## config.mk

```make
export PLATFORM = sky130hd
export DESIGN_NAME = decode_hazard_ctrl
export DESIGN_NICKNAME = d
export VERILOG_FILES = /design/src/rtl/decode_hazard_ctrl.sv
export SDC_FILE = /design/constraint.sdc
export NUM_CORES = 1
export LEC_CHECK = 0
export ABC_AREA = 1
export CAP_MARGIN = 20
export CORE_MARGIN = 10
export CORE_UTILIZATION = 54
export DETAILED_ROUTE_END_ITERATION = 7
export GPL_TIMING_DRIVEN = 0
export HOLD_SLACK_MARGIN = 0.15
export PLACE_DENSITY = 0.87
export REMOVE_ABC_BUFFERS = 1
export SLEW_MARGIN = 20
export SYNTH_ARGS = -nofsm -noshare
export SYNTH_HDL_FRONTEND = slang
export SYNTH_SLANG_ARGS = --single-unit
```

## constraint.sdc

```tcl
create_clock -name iClk -period 3.6 [get_ports iClk]
set_input_delay 0.72 -clock iClk [delete_from_list [all_inputs] [get_ports iClk]]
set_output_delay 0.72 -clock iClk [all_outputs]
set_load 0.005 [all_outputs]
```

## src/rtl/decode_hazard_ctrl.sv

```systemverilog
// rtl/decode_hazard_ctrl.sv - decode-stage register scoreboard, issue gating and flush drain
module decode_hazard_ctrl #(
   parameter int cXLEN        = 32,
   parameter int cMaxInflight = 4,
   parameter int cFlushCycles = 2
) (
   input  logic        iClk,
   input  logic        iRst,
   input  logic        iInstDv,
   input  logic [4:0]  iRs1Addr,
   input  logic [4:0]  iRs2Addr,
   input  logic [4:0]  iRdAddr,
   input  logic        iUseRs1,
   input  logic        iUseRs2,
   input  logic        iWritesRd,
   input  logic        iWbDv,
   input  logic [4:0]  iWbAddr,
   input  logic        iFlushPipe,
   output logic        oReady,
   output logic        oIssue,
   output logic [1:0]  oState,
   output logic [31:0] oBusyVec,
   output logic [3:0]  oInflight,
   output logic [15:0] oStallCnt,
   output logic        oWbErr
);

   typedef enum logic [1:0] {
      sRun   = 2'b00,
      sStall = 2'b01,
      sFlush = 2'b10
   } state_t;

   if (cXLEN < 32) begin : g_bad_xlen
      $error("cXLEN must be at least 32");
   end
   if (cMaxInflight < 1 || cMaxInflight > 15) begin : g_bad_inflight
      $error("cMaxInflight must be in 1..15");
   end
   if (cFlushCycles < 1 || cFlushCycles > 15) begin : g_bad_flush
      $error("cFlushCycles must be in 1..15");
   end

   state_t      r_state;
   state_t      w_state_nxt;
   logic [3:0]  r_drain;
   logic [3:0]  w_drain_nxt;
   logic [31:0] r_busy;
   logic [3:0]  r_inflight;
   logic [15:0] r_stall_cnt;
   logic        r_wb_err;

   logic        w_hazard;
   logic        w_inflight_full;
   logic        w_wb_hit;
   logic        w_wb_ok;
   logic        w_wb_spurious;
   logic        w_set;
   logic        w_stall_cycle;
   logic [31:0] w_set_mask;
   logic [31:0] w_clr_mask;

   // Hazards look only at the registered scoreboard; x0 can never be busy.
   always_comb begin
      w_inflight_full = (r_inflight == 4'(cMaxInflight));
      w_hazard = (iUseRs1 & r_busy[iRs1Addr])
               | (iUseRs2 & r_busy[iRs2Addr])
               | (iWritesRd & r_busy[iRdAddr])
               | (iWritesRd & w_inflight_full);
      oReady = !iRst & (r_state != sFlush) & !iFlushPipe & !w_hazard;
      oIssue = iInstDv & oReady;

      w_wb_hit      = r_busy[iWbAddr];
      w_wb_ok       = iWbDv & w_wb_hit & (r_state != sFlush) & !iFlushPipe;
      w_wb_spurious = iWbDv & !w_wb_hit & (r_state != sFlush) & !iFlushPipe;
      w_set         = oIssue & iWritesRd & (iRdAddr != 5'd0);
      w_set_mask    = w_set   ? (32'd1 << iRdAddr) : 32'd0;
      w_clr_mask    = w_wb_ok ? (32'd1 << iWbAddr) : 32'd0;
      w_stall_cycle = iInstDv & !oReady & (r_state != sFlush);
   end

   always_comb begin
      w_state_nxt = r_state;
      w_drain_nxt = r_drain;
      if (iFlushPipe) begin
         w_state_nxt = sFlush;
         w_drain_nxt = 4'(cFlushCycles);
      end else begin
         case (r_state)
            sRun: begin
               if (iInstDv & w_hazard) w_state_nxt = sStall;
            end
            sStall: begin
               if (!w_hazard | !iInstDv) w_state_nxt = sRun;
            end
            sFlush: begin
               // Leave on the same edge that the drain counter reaches zero.
               if (r_drain <= 4'd1) begin
                  w_state_nxt = sRun;
                  w_drain_nxt = 4'd0;
               end else begin
                  w_drain_nxt = r_drain - 4'd1;
               end
            end
            default: w_state_nxt = sRun;
         endcase
      end
   end

   always_ff @(posedge iClk) begin
      if (iRst) begin
         r_state     <= sRun;
         r_drain     <= 4'd0;
         r_busy      <= 32'd0;
         r_inflight  <= 4'd0;
         r_stall_cnt <= 16'd0;
         r_wb_err    <= 1'b0;
      end else begin
         r_state  <= w_state_nxt;
         r_drain  <= w_drain_nxt;
         r_wb_err <= w_wb_spurious;
         if (iFlushPipe) begin
            r_busy     <= 32'd0;
            r_inflight <= 4'd0;
         end else begin
            r_busy <= (r_busy & ~w_clr_mask) | w_set_mask;
            case ({w_set, w_wb_ok})
               2'b10:   r_inflight <= r_inflight + 4'd1;
               2'b01:   r_inflight <= r_inflight - 4'd1;
               default: r_inflight <= r_inflight;
            endcase
         end
         if (w_stall_cycle & (r_stall_cnt != 16'hFFFF)) begin
            r_stall_cnt <= r_stall_cnt + 16'd1;
         end
      end
   end

   assign oState    = r_state;
   assign oBusyVec  = r_busy;
   assign oInflight = r_inflight;
   assign oStallCnt = r_stall_cnt;
   assign oWbErr    = r_wb_err;

endmodule

```

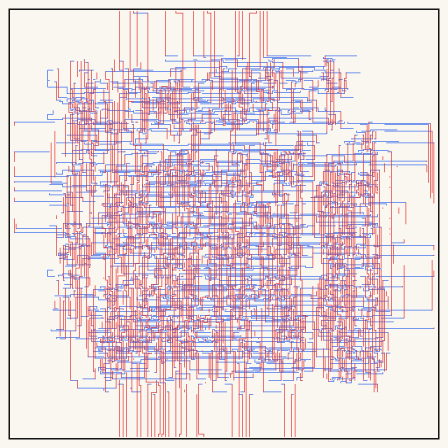
Figure 1: run 1, signal wires by layer.
Only two layers are drawn.
color	layer	wire length
blue	met1	7000 um
red	met2	7850 um

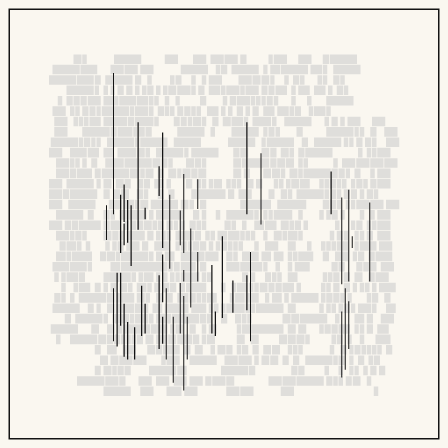
Figure 2: run 1, the metal 4 layer.
Cells faint in the background.
wire length on this layer	734 um
longest straight run	36.7 um
main direction	vertical

==> flow_metrics.tcl, run 1 <==
# yosys + openroad results
set metrics [dict create \
    grt-ovfl-total 0 \
    wl_met1_um 7000 \
    cts_tree "built" \
    h-tree-depth 3 \
    fin_hold_ws_ns 0.505 \
    required_ns 2.88 \
    startpoint "iRdAddr[3]" \
    switching_share_pct 30.3 \
    reg2reg_setup_slack_ns 0.50 \
    post-route-min-period_ns 3.53 \
    seqPwrFrac_pct 39.5 \
    violations "DRC" \
    fp_util_pct 55.6 \
    ys_sh_xor_pct 2.86 \
    power_leader "the clock network" \
    status "finished with violations" \
    crit_family "buffers and inverters" \
    power_frac_comb_pct 18.4 \
    dp_hpwl_um 12100 \
    cp-endpoint "oIssue" \
    internal_power_uw 1170 \
    edf_count 0 \
    drv_cap 0 \
    aoi_share_pct 11.0 \
    remaining_drc_errors 26 \
    grt_pass1_wl_um 29200 \
    largest_cell_class "logic gates" \
    synthMuxAreaShare_pct 0 \
    drt-pass1-iter-count 8 \
    pin_count 85 \
    vias 5983 \
]
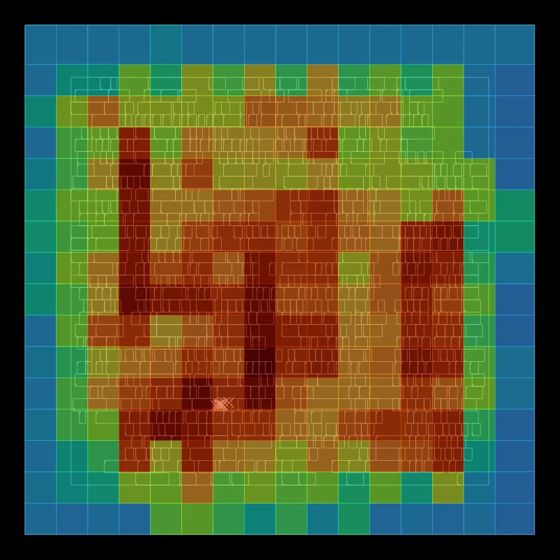
Figure 3: run 1, congestion heat map.
DR WL/cell: 19.6 um
met3 Use GR: 9.00%
Top Usage Layer GRT: met2
met1 usage: 35.5%

--- run 2 (diff from run 1) ---
--- a/config.mk
+++ b/config.mk
@@ -9,6 +9,7 @@
 export CAP_MARGIN = 20
 export CORE_MARGIN = 10
 export CORE_UTILIZATION = 54
+export CTS_CLUSTER_DIAMETER = 200
 export DETAILED_ROUTE_END_ITERATION = 7
 export GPL_TIMING_DRIVEN = 0
 export HOLD_SLACK_MARGIN = 0.15
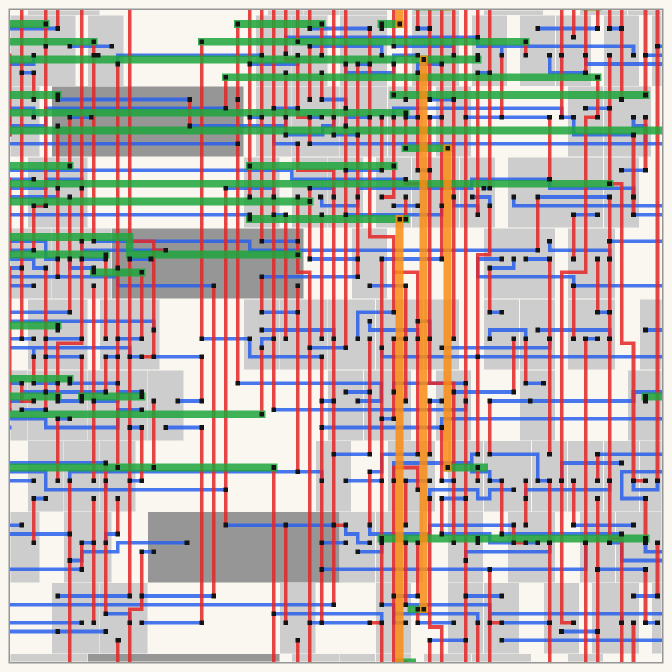
Figure 4: run 2, a small window of the routed layout.
Window x 72 to 97, y 16 to 41 um. Cells in gray, sequential cells in the stronger gray; small squares are vias.
color	layer
red	met2
blue	met1
orange	met4
green	met3
cells with their middle in the window	79
netlist names of flops here include	`oBusyVec` (3)
most frequent	nand2_1 (40), nand3_1 (18)
sequential cells in the window	3

==> flow_metrics.tcl, run 2 <==
# yosys + openroad results
set metrics [dict create \
    gr-max-usage-layer "met2" \
    largest_cell_class "logic gates" \
    grt-ovfl-total 0 \
    ff_type "dfxtp_1" \
    fp_util_pct 55.6 \
    switching_share_pct 30.3 \
    cts_tree "built" \
    synthMuxAreaShare_pct 0 \
    vias 5983 \
    met3_usage_pct 9.00 \
    power_leader "the clock network" \
    internal_power_uw 1170 \
    cp_num_buf_inv 3 \
    grt_util_met1_pct 35.5 \
    r2r_cells 22 \
    grt_pass1_wl_um 29200 \
    post-route-min-period_ns 3.53 \
    remaining_drc_errors 26 \
    ys_sh_xor_pct 2.86 \
    aoi_share_pct 11.0 \
    reg2reg_setup_slack_ns 0.50 \
    setup_viol 0 \
    pin_count 85 \
    drt-pass1-iter-count 8 \
    drv_cap 0 \
    drt-wirelength-per-cell_um 19.6 \
    seqPwrFrac_pct 39.5 \
    wl_met1_um 7000 \
    startpoint "iRdAddr[3]" \
    cp-endpoint "oIssue" \
    dp_hpwl_um 12100 \
    edf_count 0 \
    crit_family "buffers and inverters" \
    required_ns 2.88 \
    fin_hold_ws_ns 0.505 \
    status "finished with violations" \
    violations "DRC" \
]
